--- src/rtl/tap_delay_line_if.sv ---
// Sample-in / tap-bus-out bundle for tap_delay_line; fold and fold_valid exist only with TAPLINE_FOLD_EN.
// The upstream source drives the master side; the delay line implements the slave side.
interface tap_delay_line_if #(
   parameter int DATA_WIDTH = 14,
   parameter int DEPTH      = 49
);
   localparam int CNT_W = $clog2(DEPTH + 1);

   logic [DATA_WIDTH-1:0]        din;
   logic                         din_valid;
   logic                         clr;
   logic [DEPTH*DATA_WIDTH-1:0]  taps;
   logic [CNT_W-1:0]             fill_cnt;
   logic                         full;
   logic                         taps_valid;
`ifdef TAPLINE_FOLD_EN
   logic [((DEPTH+1)/2)*(DATA_WIDTH+1)-1:0] fold;
   logic                                    fold_valid;

   modport master (output din, din_valid, clr,
                   input  taps, fill_cnt, full, taps_valid, fold, fold_valid);
   modport slave  (input  din, din_valid, clr,
                   output taps, fill_cnt, full, taps_valid, fold, fold_valid);
`else
   modport master (output din, din_valid, clr,
                   input  taps, fill_cnt, full, taps_valid);
   modport slave  (input  din, din_valid, clr,
                   output taps, fill_cnt, full, taps_valid);
`endif
endinterface

--- src/rtl/tap_delay_line.sv ---
// Valid-gated DEPTH-tap delay line with fill tracking; din->tap0 1 cycle, optional folded pre-add (TAPLINE_FOLD_EN) +1 cycle.
// No backpressure: every din_valid sample is accepted unless clr or reset drops it.
module tap_delay_line #(
   parameter int DATA_WIDTH = 14,
   parameter int DEPTH      = 49
) (
   input logic              clk,
   input logic              rst_n,
   tap_delay_line_if.slave  bus
);
   localparam int CNT_W = $clog2(DEPTH + 1);

   logic [DEPTH-1:0][DATA_WIDTH-1:0] tap_q;
   logic [CNT_W-1:0]                 fill_q;
   logic                             tvld_q;

   always_ff @(posedge clk) begin
      if (!rst_n || bus.clr) begin
         tap_q  <= '0;
         fill_q <= '0;
         tvld_q <= 1'b0;
      end else begin
         tvld_q <= bus.din_valid && (fill_q >= CNT_W'(DEPTH - 1));
         if (bus.din_valid) begin
            tap_q  <= {tap_q[DEPTH-2:0], bus.din};
            fill_q <= (fill_q == CNT_W'(DEPTH)) ? fill_q : fill_q + CNT_W'(1);
         end
      end
   end

   assign bus.taps       = tap_q;
   assign bus.fill_cnt   = fill_q;
   assign bus.full       = (fill_q == CNT_W'(DEPTH));
   assign bus.taps_valid = tvld_q;

`ifdef TAPLINE_FOLD_EN
   localparam int FN = (DEPTH + 1) / 2;

   logic [FN-1:0][DATA_WIDTH:0] fold_sum;
   logic [FN-1:0][DATA_WIDTH:0] fold_q;
   logic                        fvld_q;

   // Mirror taps pair up around the centre; an odd middle tap passes through alone.
   for (genvar j = 0; j < FN; j++) begin : g_fold
      if (j < DEPTH / 2) begin : g_pair
         assign fold_sum[j] = {tap_q[j][DATA_WIDTH-1], tap_q[j]}
                            + {tap_q[DEPTH-1-j][DATA_WIDTH-1], tap_q[DEPTH-1-j]};
      end else begin : g_mid
         assign fold_sum[j] = {tap_q[j][DATA_WIDTH-1], tap_q[j]};
      end
   end

   always_ff @(posedge clk) begin
      if (!rst_n || bus.clr) begin
         fold_q <= '0;
         fvld_q <= 1'b0;
      end else begin
         fold_q <= fold_sum;
         fvld_q <= tvld_q;
      end
   end

   assign bus.fold       = fold_q;
   assign bus.fold_valid = fvld_q;
`endif
endmodule

--- src/flat_wrapper.sv ---
// flat-port wrapper written by rule: the top's interface ports become plain ports
module tap_delay_line_flat 
#(
   parameter int DATA_WIDTH = 14,
   parameter int DEPTH      = 49
)
  (clk, rst_n, bus_din, bus_din_valid, bus_clr, bus_taps, bus_fill_cnt, bus_full, bus_taps_valid);
  tap_delay_line_if #(.DATA_WIDTH(DATA_WIDTH), .DEPTH(DEPTH)) bus_i ();
  input logic clk;
  input logic rst_n;
  input wire logic [$bits(bus_i.din)-1:0] bus_din;
  input wire logic [$bits(bus_i.din_valid)-1:0] bus_din_valid;
  input wire logic [$bits(bus_i.clr)-1:0] bus_clr;
  output wire logic [$bits(bus_i.taps)-1:0] bus_taps;
  output wire logic [$bits(bus_i.fill_cnt)-1:0] bus_fill_cnt;
  output wire logic [$bits(bus_i.full)-1:0] bus_full;
  output wire logic [$bits(bus_i.taps_valid)-1:0] bus_taps_valid;
  assign bus_i.din = bus_din;
  assign bus_i.din_valid = bus_din_valid;
  assign bus_i.clr = bus_clr;
  assign bus_taps = bus_i.taps;
  assign bus_fill_cnt = bus_i.fill_cnt;
  assign bus_full = bus_i.full;
  assign bus_taps_valid = bus_i.taps_valid;
  tap_delay_line #(.DATA_WIDTH(DATA_WIDTH), .DEPTH(DEPTH)) u_core (.clk(clk), .rst_n(rst_n), .bus(bus_i));
endmodule
--- config.mk ---
export PLATFORM = sky130hd
export DESIGN_NAME = tap_delay_line_flat
export DESIGN_NICKNAME = d
export VERILOG_FILES = /design/src/rtl/tap_delay_line_if.sv /design/src/rtl/tap_delay_line.sv /design/src/flat_wrapper.sv
export SDC_FILE = /design/constraint.sdc
export NUM_CORES = 1
export LEC_CHECK = 0
export CAP_MARGIN = 30
export CORE_MARGIN = 2
export CORE_UTILIZATION = 30
export CTS_BUF_LIST = sky130_fd_sc_hd__clkbuf_4
export CTS_CLUSTER_SIZE = 20
export DETAILED_ROUTE_END_ITERATION = 7
export HOLD_SLACK_MARGIN = 0.02
export PLACE_DENSITY_LB_ADDON = 0.08
export SLEW_MARGIN = 40
export SYNTH_ARGS = -nofsm -noshare
export SYNTH_HDL_FRONTEND = slang
export SYNTH_SLANG_ARGS = --single-unit
export TNS_END_PERCENT = 20
--- constraint.sdc ---
create_clock -name clk -period 1.3 [get_ports clk]
set_input_delay 0.325 -clock clk [delete_from_list [all_inputs] [get_ports clk]]
set_output_delay 0.325 -clock clk [all_outputs]
set_load 0.005 [all_outputs]
==> impl_metrics.toml, run 1 <==
# synthesis and place-and-route metrics
[status]
outcome = "finished with violations"
violations = "setup timing"

[global_route]
grt_max_degree = 38
grt_pass1_wl_um = 130000
grt_pass1_vias = 22000

[sta]
report.final.slew_viol_count = 0
finClkSkew_ns = 0.0803
slew_headroom = 0.704
layout_min_cycle_time_ns = 2.15
finalSetupTns_ns = -370.41
setup_violations = 694
timing.fmax_ghz = 0.466
tightest_slew_ns = 0.444
fin_ws_ns = -0.848

[cts]
clock_latency_ns = 1.03
root_buffer = "clkbuf_4"
clk_pin_slew_ns = 0.07
clock-sinks = 693
cts_buffer_depth = 3

[drt]
drc = 0
drt_iter0_drc = 684

[power]
irDropWorstVdd_uv = 601
power_frac_clock = 0.459
switching_share = 0.244
p_comb_frac = 0.046

[synth]
synth_top_area_share = 0.568
syn_nets = 2269
ys_types = 24
synthCells = 2249

[placed_design]
place_inst = 4354
routabilityCongestion = 0.821
hpwl_um = 65300
dpl_cell_area_um2 = 36200

[setup_path]
rr_startpoint = "u_core.bus.fill_cnt[2]"
endpoint_kind = "output pin"
cp.arrival_ns = 1.82
critPathMaxFanout = 2
required_ns = 0.98

[floorplan]
fp_util = 0.303
fp.dieH_um = 289
die_area_um2 = 83700

[layout]
drive_gt1_frac = 0.480

[min_path]
hold_class = "primary input to flop"
[run 1: power groups by stage]
| stage | registers (mW) | logic, mW | clock network (mW) |
|---|---|---|---|
| 6_report | 21.2 | 1.98 | 19.6 |
| 5_1_grt | 21.2 | 2.10 | 21.7 |
| 4_1_cts | 21.2 | 2.00 | 20.5 |
| 3_5_place_dp | 21.7 | 1.97 | 0 |
| 3_3_place_gp | 21.7 | 1.95 | 0 |
| 2_1_floorplan | 21.7 | 1.30 | 0 |
[run 1: kinds of logic after synthesis]
logic type,Yosys count,share of synthesized area
simple gates,702,0.109
compound gates,7,0.00190
xor+xnor,2,0.000718
buf+inv,156,0.0371
flops,693,0.568
mux,687,0.282
fa+ha+maj,2,0.00103
[run 1: metrics by stage]
step	power (mW)	util
CTS	43.7	0.488
global placement	23.7	0.450
finish	42.9	0.495
global route	45.0	0.495
detailed placement	23.7	0.450
floorplan	23.0	-
[run 1: final cells by class]
| cell class | count | area [um2] |
|---|---|---|
| sequential | 693 | 14500 |
| timing repair buffer | 1365 | 11900 |
| antenna | 6 | 15.0 |
| fill | 7783 | 40700 |
| tap | 1060 | 1330 |
| multi-input combinational | 1400 | 9640 |
| clock buffer | 292 | 2190 |
| inverter | 2 | 7.51 |
| clock inverter | 40 | 230 |
[run 1: worst max-delay path, cell delays in order, from the launching register on]
cell and delay, ns:
dfxtp_2 0.32, and4bb_2 0.30, and2_4 0.14, buf_6 0.10
[run 1: layer usage]
layer / global-route usage / share of wire
met1: 0.213 / 0.38
met2: 0.362 / 0.51
met3: 0.0772 / 0.078
met4: 0.0894 / 0.034
met5: 0 / 0
[run 1: registers in the layout (all words and copies together) (netlist names)]
register	cells
u_core.bus.taps_valid	1
u_core.bus.fill_cnt	6
u_core.bus.taps	686
[run 1: repair_timing]
| item | in CTS | in global routing |
|---|---|---|
| gates resized | 1579 | 949 |
| cloned | 0 | 0 |
| buffers inserted | 118 | 33 |
| hold buffers | 15 | 0 |
| hold endpoints to repair | 603 | 0 |
| pin swaps | 0 | 2 |
| endpoints found under the setup margin | 695 | 696 |
[run 1: cells in the final DEF (no fill, tap or decap), types with 2 or more instances in the layout]
cell type / instances
clkbuf_2: 59
dlygate4sd2_1: 313
clkbuf_4: 292
a21oi_1: 3
dlygate4sd3_1: 15
nor2_1: 691
buf_4: 589
inv_8: 2
nand2_1: 4
dfxtp_2: 473
nand4_1: 2
buf_12: 49
buf_6: 246
clkinv_1: 26
clkdlybuf4s50_1: 16
inv_6: 5
diode_2: 6
dfxtp_4: 16
buf_2: 75
inv_2: 2
dfxtp_1: 204
clkinv_4: 2
xor2_1: 2
clkinv_8: 2
mux2i_1: 686
[run 1: worst min-delay path by stage]
stage | from | endpoint | slack [ns] | depth (start not counted)
global route | rst_n | u_core.bus.taps[328] | 0.13 | 4
CTS | rst_n | u_core.bus.taps[332] | 0.09 | 4
finish | rst_n | u_core.bus.taps[329] | 0.22 | 4
detailed placement | u_core.bus.taps[682] | u_core.bus.taps[682] | 0.49 | 2
floorplan | bus_din[13] | u_core.bus.taps[13] | 0.47 | 2
global placement | u_core.bus.taps[685] | u_core.bus.taps[685] | 0.48 | 2
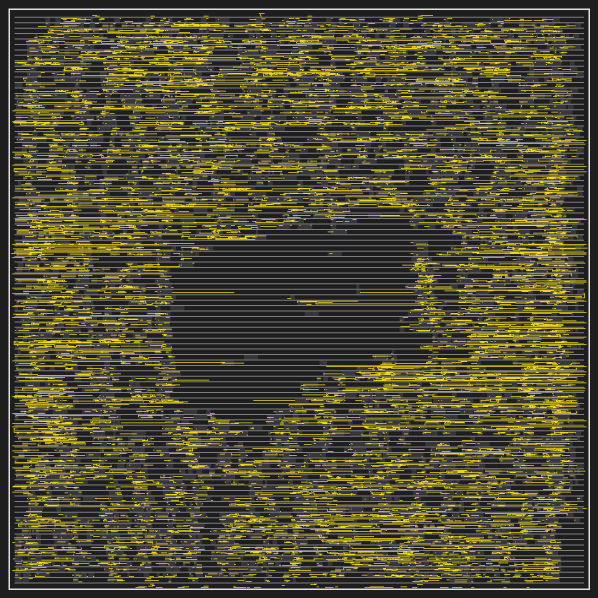
*Met1 routing, run 1*
Scale: 2 px per um. Supply wires on this layer in gray.
main direction: horizontal
nets with wire on the layer: 3359
longest straight run: 130 um
grt met1 use: 0.213
Post-Route WL: 88600 um

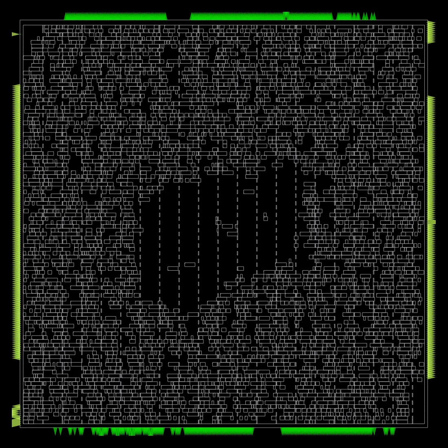
*Cell outlines without signal wires, run 1*
n_taps: 1060
fraction of area in registers: 0.364
Seq cells: 693
Core Util, Final: 0.495
final cell count without fillers: 4858

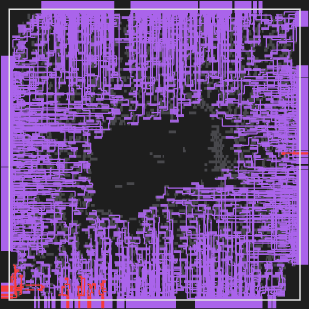
*Wires at chosen ports, followed through buffers, run 1*
Scale: 1 px per um.
legend:
  `bus_din`:
    color: red
    bits: 14
    direction: input
    end_cells: 14
    buffers: 28
    wire: 444 um
  `bus_taps`:
    color: purple
    bits: 686
    direction: output
    end_cells: 686
    buffers: 686
    wire: 40.4 mm
# port buffers: 711
Ports: 712

## Run 2: what changed since run 1
- CTS_CLUSTER_SIZE: 20 -> default
- SLEW_MARGIN: 40 -> default
==> run 2 against run 1 <==
Net effect: the flow still finishes with violations (setup timing); clock power is essentially flat; power is essentially flat; final area hardly changed; cell count is the same; count of clock-buffer cells in the layout is 1 higher; die area is the same; synthesized cell count stayed put; register-to-register slack barely moved; sequential power about the same; core utilization is essentially flat; largest power group unchanged.
==> impl_metrics.toml, run 2 <==
# synthesis and place-and-route metrics
[power]
finalPower_mw = 42.9
irDropWorstVdd_uv = 601

[setup_path]
endpoint_kind = "output pin"
slowest_delay_ns = 0.32
cp.arrival_ns = 1.82
critPathMaxFanout = 2

[global_route]
grtUsageMet3 = 0.0775
grt_pass1_wl_um = 130000
grt_pass1_vias = 22000

[sta]
setup_violations = 695
finClkSkew_ns = 0.0805
fin_ws_ns = -0.850

[layout]
fin_cells = 4858
largest_register_ffs = 686
drive_gt1_frac = 0.480
postLayoutCoreUtil = 0.495

[cts]
clock_latency_ns = 1.04
clk_pin_slew_ns = 0.07
root_buffer = "clkbuf_4"
clock-sinks = 693

[status]
outcome = "finished with violations"
violations = "setup timing"

[placed_design]
routabilityCongestion = 0.821
hpwl_um = 65300
portBuffers = 711

[floorplan]
die_area_um2 = 83700
fp.dieH_um = 289

[drt]
drc = 0
drt_iter0_drc = 658

[synth]
synth_top_area_share = 0.568
[run 2: metrics by stage]
step | area (um2) | setup WS [ns]
4_1_cts | 39300 | -1.00
6_report | 39900 | -0.850
3_5_place_dp | 36200 | -0.397
2_1_floorplan | 24400 | 0.0352
3_3_place_gp | 36200 | -0.400
5_1_grt | 39900 | -0.997
[run 2: repair_timing]
action	CTS	global route
pin swaps	0	2
resized	1578	949
setup buffers	119	31
hold buffers	15	0
hold endpoints to repair	593	0
setup endpoints to repair	695	696
[run 2: worst paths after layout]
path	startpoint	end	slack (ns)	cells after the start
max	u_core.bus.fill_cnt[2]	bus_full	-0.85	3
min	rst_n	u_core.bus.taps[329]	0.22	4
max reg2reg	u_core.bus.fill_cnt[2]	u_core.bus.fill_cnt[0]	0	4
min reg2reg	u_core.bus.taps[21]	u_core.bus.taps[35]	0.46	2
[run 2: cell type report]
type	instances	area, um2
Fill cell	7784	40700
Sequential cell	693	14500
Timing Repair Buffer	1364	11900
Multi-Input combinational cell	1400	9640
Clock buffer	293	2200
Tap cell	1060	1330
Clock inverter	39	228
Antenna cell	7	17.5
Inverter	2	7.51
[run 2: layer usage]
metal | routed length, um | part of all wire | vias to the layer above
li1 | - | - | 10400
met1 | 33400 | 0.38 | 10000
met2 | 45300 | 0.51 | 605
met3 | 7030 | 0.079 | 168
met4 | 3020 | 0.034 | 0
met5 | 0 | 0 | -
[run 2: kinds of logic after synthesis]
family,share of synthesized area
mux,0.282
buf+inv,0.0371
flops,0.568
fa+ha+maj,0.00103
compound gates,0.00190
xor+xnor,0.000718
simple gates,0.109
[run 2: worst max-delay path, delay by kind of cell, from the launching register on]
kind / cells / cell delay (ns)
simple gates: 2 / 0.44
flops: 1 / 0.32
buf+inv: 1 / 0.10
[run 2: power groups by stage]
stage               clock [mW]  sequential [mW]  combinational (mW)
floorplan                    0             21.7                1.30
global placement             0             21.7                1.95
detailed placement           0             21.7                1.97
CTS                       20.5             21.2                2.00
global route              21.7             21.2                2.10
finish                    19.7             21.2                1.98
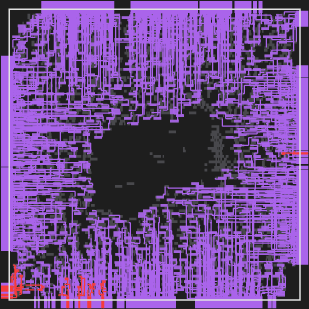
*Wires at chosen ports, followed through buffers, run 2*
Scale: 1 px per um.
legend:
  `bus_din`:
    color: red
    bits: 14
    direction: input
    end_cells: 14
    buffers: 28
    wire: 444 um
  `bus_taps`:
    color: purple
    bits: 686
    direction: output
    end_cells: 686
    buffers: 686
    wire: 40.3 mm

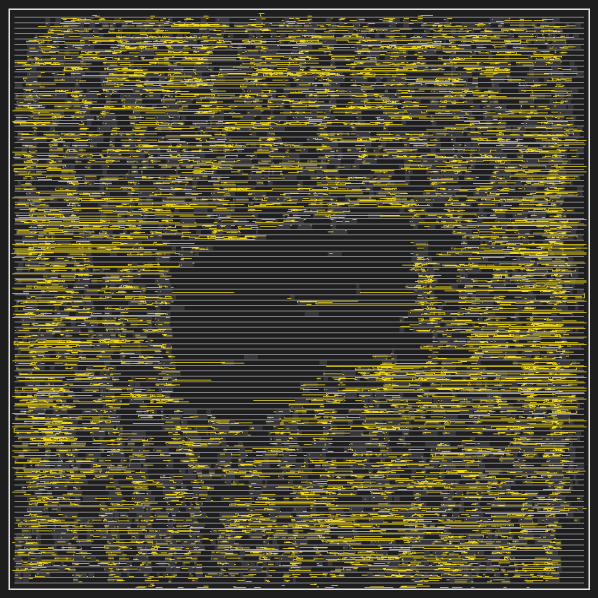
*Met1 routing, run 2*
Scale: 2 px per um. Supply wires on this layer in gray.
share of all routed wire: 38%
nets with wire on the layer: 3356
grt met1 use: 0.213
DR vias: 21200
Post-Route WL: 88700 um

## Run 3: what changed since run 2
- GPL_ROUTABILITY_DRIVEN: default -> 0
==> run 3 against run 2 <==
Net effect: the run still ends with setup timing left; hold slack stayed put; core utilization did not move; non-clock buffer count did not move; clock skew unchanged; final area stayed put; largest power group unchanged; highest routed layer unchanged.
==> impl_metrics.toml, run 3 <==
# synthesis and place-and-route metrics
[status]
outcome = "finished with violations"
violations = "setup timing"

[cts]
clock-sinks = 693
clock_latency_ns = 1.04
clk_pin_slew_ns = 0.07
root_buffer = "clkbuf_4"

[setup_path]
cp_top_family = "simple AND/OR/NAND/NOR gates"
cp.arrival_ns = 1.82
slowest_stage = "dfxtp_2"
required_ns = 0.98
endpoint_kind = "output pin"
slowest_delay_ns = 0.32

[sta]
layout_min_cycle_time_ns = 2.15
timing.fmax_ghz = 0.465
finClkSkew_ns = 0.0805
finalSetupTns_ns = -369.31
fin_ws_ns = -0.850
slew_headroom = 0.704
setup_violations = 695

[layout]
lay_top_cells = "691 x nor2_1, 686 x mux2i_1, 588 x buf_4"
layout_top_cell = "nor2_1"
largest_register_ffs = 686

[placed_design]
pre_cts_slack_ns = -0.397
portBuffers = 711
hpwl_um = 65300

[drt]
drt_iter0_drc = 658
vias = 21200
wl_um = 88700

[global_route]
grt_pass1_wl_um = 130000
grt_max_degree = 38

[power]
irDropWorstVdd_uv = 601

[floorplan]
io_pins = 712
die_area_um2 = 83700
fp.dieH_um = 289

[min_path]
hold_class = "primary input to flop"

[synth]
synthCells = 2249
syn_nets = 2269
ys_types = 24
-- run 3: cell counts after synthesis --
No cell type changed its count.
-- run 3: through the flow --
step	instances	hold WS (ns)	utilization	area, um2
finish	4858	0.219	0.495	39900
global route	4858	0.130	0.495	39900
CTS	4820	0.0952	0.488	39300
detailed placement	4354	0.487	0.450	36200
global placement	4354	0.478	0.450	36200
floorplan	2249	0.472	-	24400
-- run 3: repair_timing --
action	4_1_cts	5_1_grt
endpoints found under the hold margin	593	0
hold buffers	15	0
resized	1578	949
pin swaps	0	2
setup endpoints to repair	695	696
setup buffers	119	31
-- run 3: layer usage --
layer / global-route usage / wire length (um) / vias to the layer above
li1: - / - / 10400
met1: 0.213 / 33400 / 10000
met2: 0.363 / 45300 / 605
met3: 0.0775 / 7030 / 168
met4: 0.0888 / 3020 / 0
met5: 0 / 0 / -
-- run 3: final timing paths --
path,from,to,slack [ns],cells after the start
max,u_core.bus.fill_cnt[2],bus_full,-0.85,3
max reg2reg,u_core.bus.fill_cnt[2],u_core.bus.fill_cnt[0],0,4
min reg2reg,u_core.bus.taps[21],u_core.bus.taps[35],0.46,2
min,rst_n,u_core.bus.taps[329],0.22,4
-- run 3: layout make-up --
class                   instances  area, um2
flip-flops and latches        693      14500
clock inverters                39        228
inverters                       2       7.51
well taps                    1060       1330
clock buffers                 293       2200
multi-input cells            1400       9640
fillers                      7784      40700
repair buffers               1364      11900
diodes                          7       17.5
-- run 3: worst min-delay path, stage by stage --
cell,delay [ns]
clkdlybuf4s50_1,0.45
nand2b_4,0.19
buf_4,0.16
nor2_1,0.05
-- run 3: cells by family after synthesis --
| family | synth area share |
|---|---|
| compound gates | 0.00190 |
| xor+xnor | 0.000718 |
| fa+ha+maj | 0.00103 |
| buf+inv | 0.0371 |
| flops | 0.568 |
| mux | 0.282 |
| simple gates | 0.109 |
-- run 3: report_power, final --
| group | total, mW | switching, mW | leakage [nW] | internal [mW] |
|---|---|---|---|---|
| sequential | 21.2 | 0.0163 | 5.84 | 21.2 |
| clock | 19.7 | 9.40 | 1.45 | 10.3 |
| combinational | 1.98 | 1.05 | 12.9 | 0.928 |
| total | 42.9 | 10.5 | 20.2 | 32.4 |
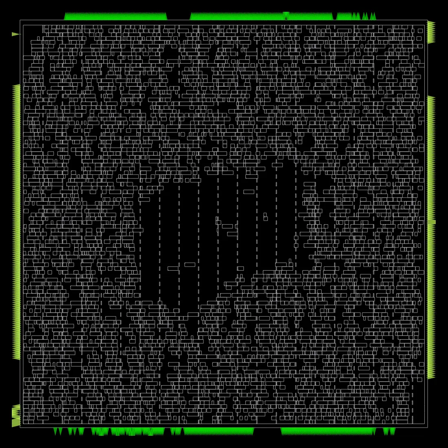
*Cell outlines without signal wires, run 3*
fraction of area in registers: 0.364
Core Util, Final: 0.495

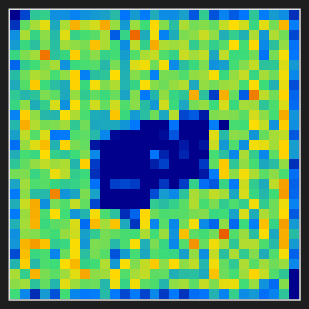
*Placement density heat map, run 3*
Scale: 1 px per um. The die is cut into 29 by 29 equal tiles; dark blue is low, red is high, 0 to 100% covered.
fullest tile: 89%
emptiest ninth of the die: middle
tiles over 75% full: 7.0%
FP Util: 0.303
Core Region: 80500 um2

No activity file was given, so power comes from the tool's default toggle rates.
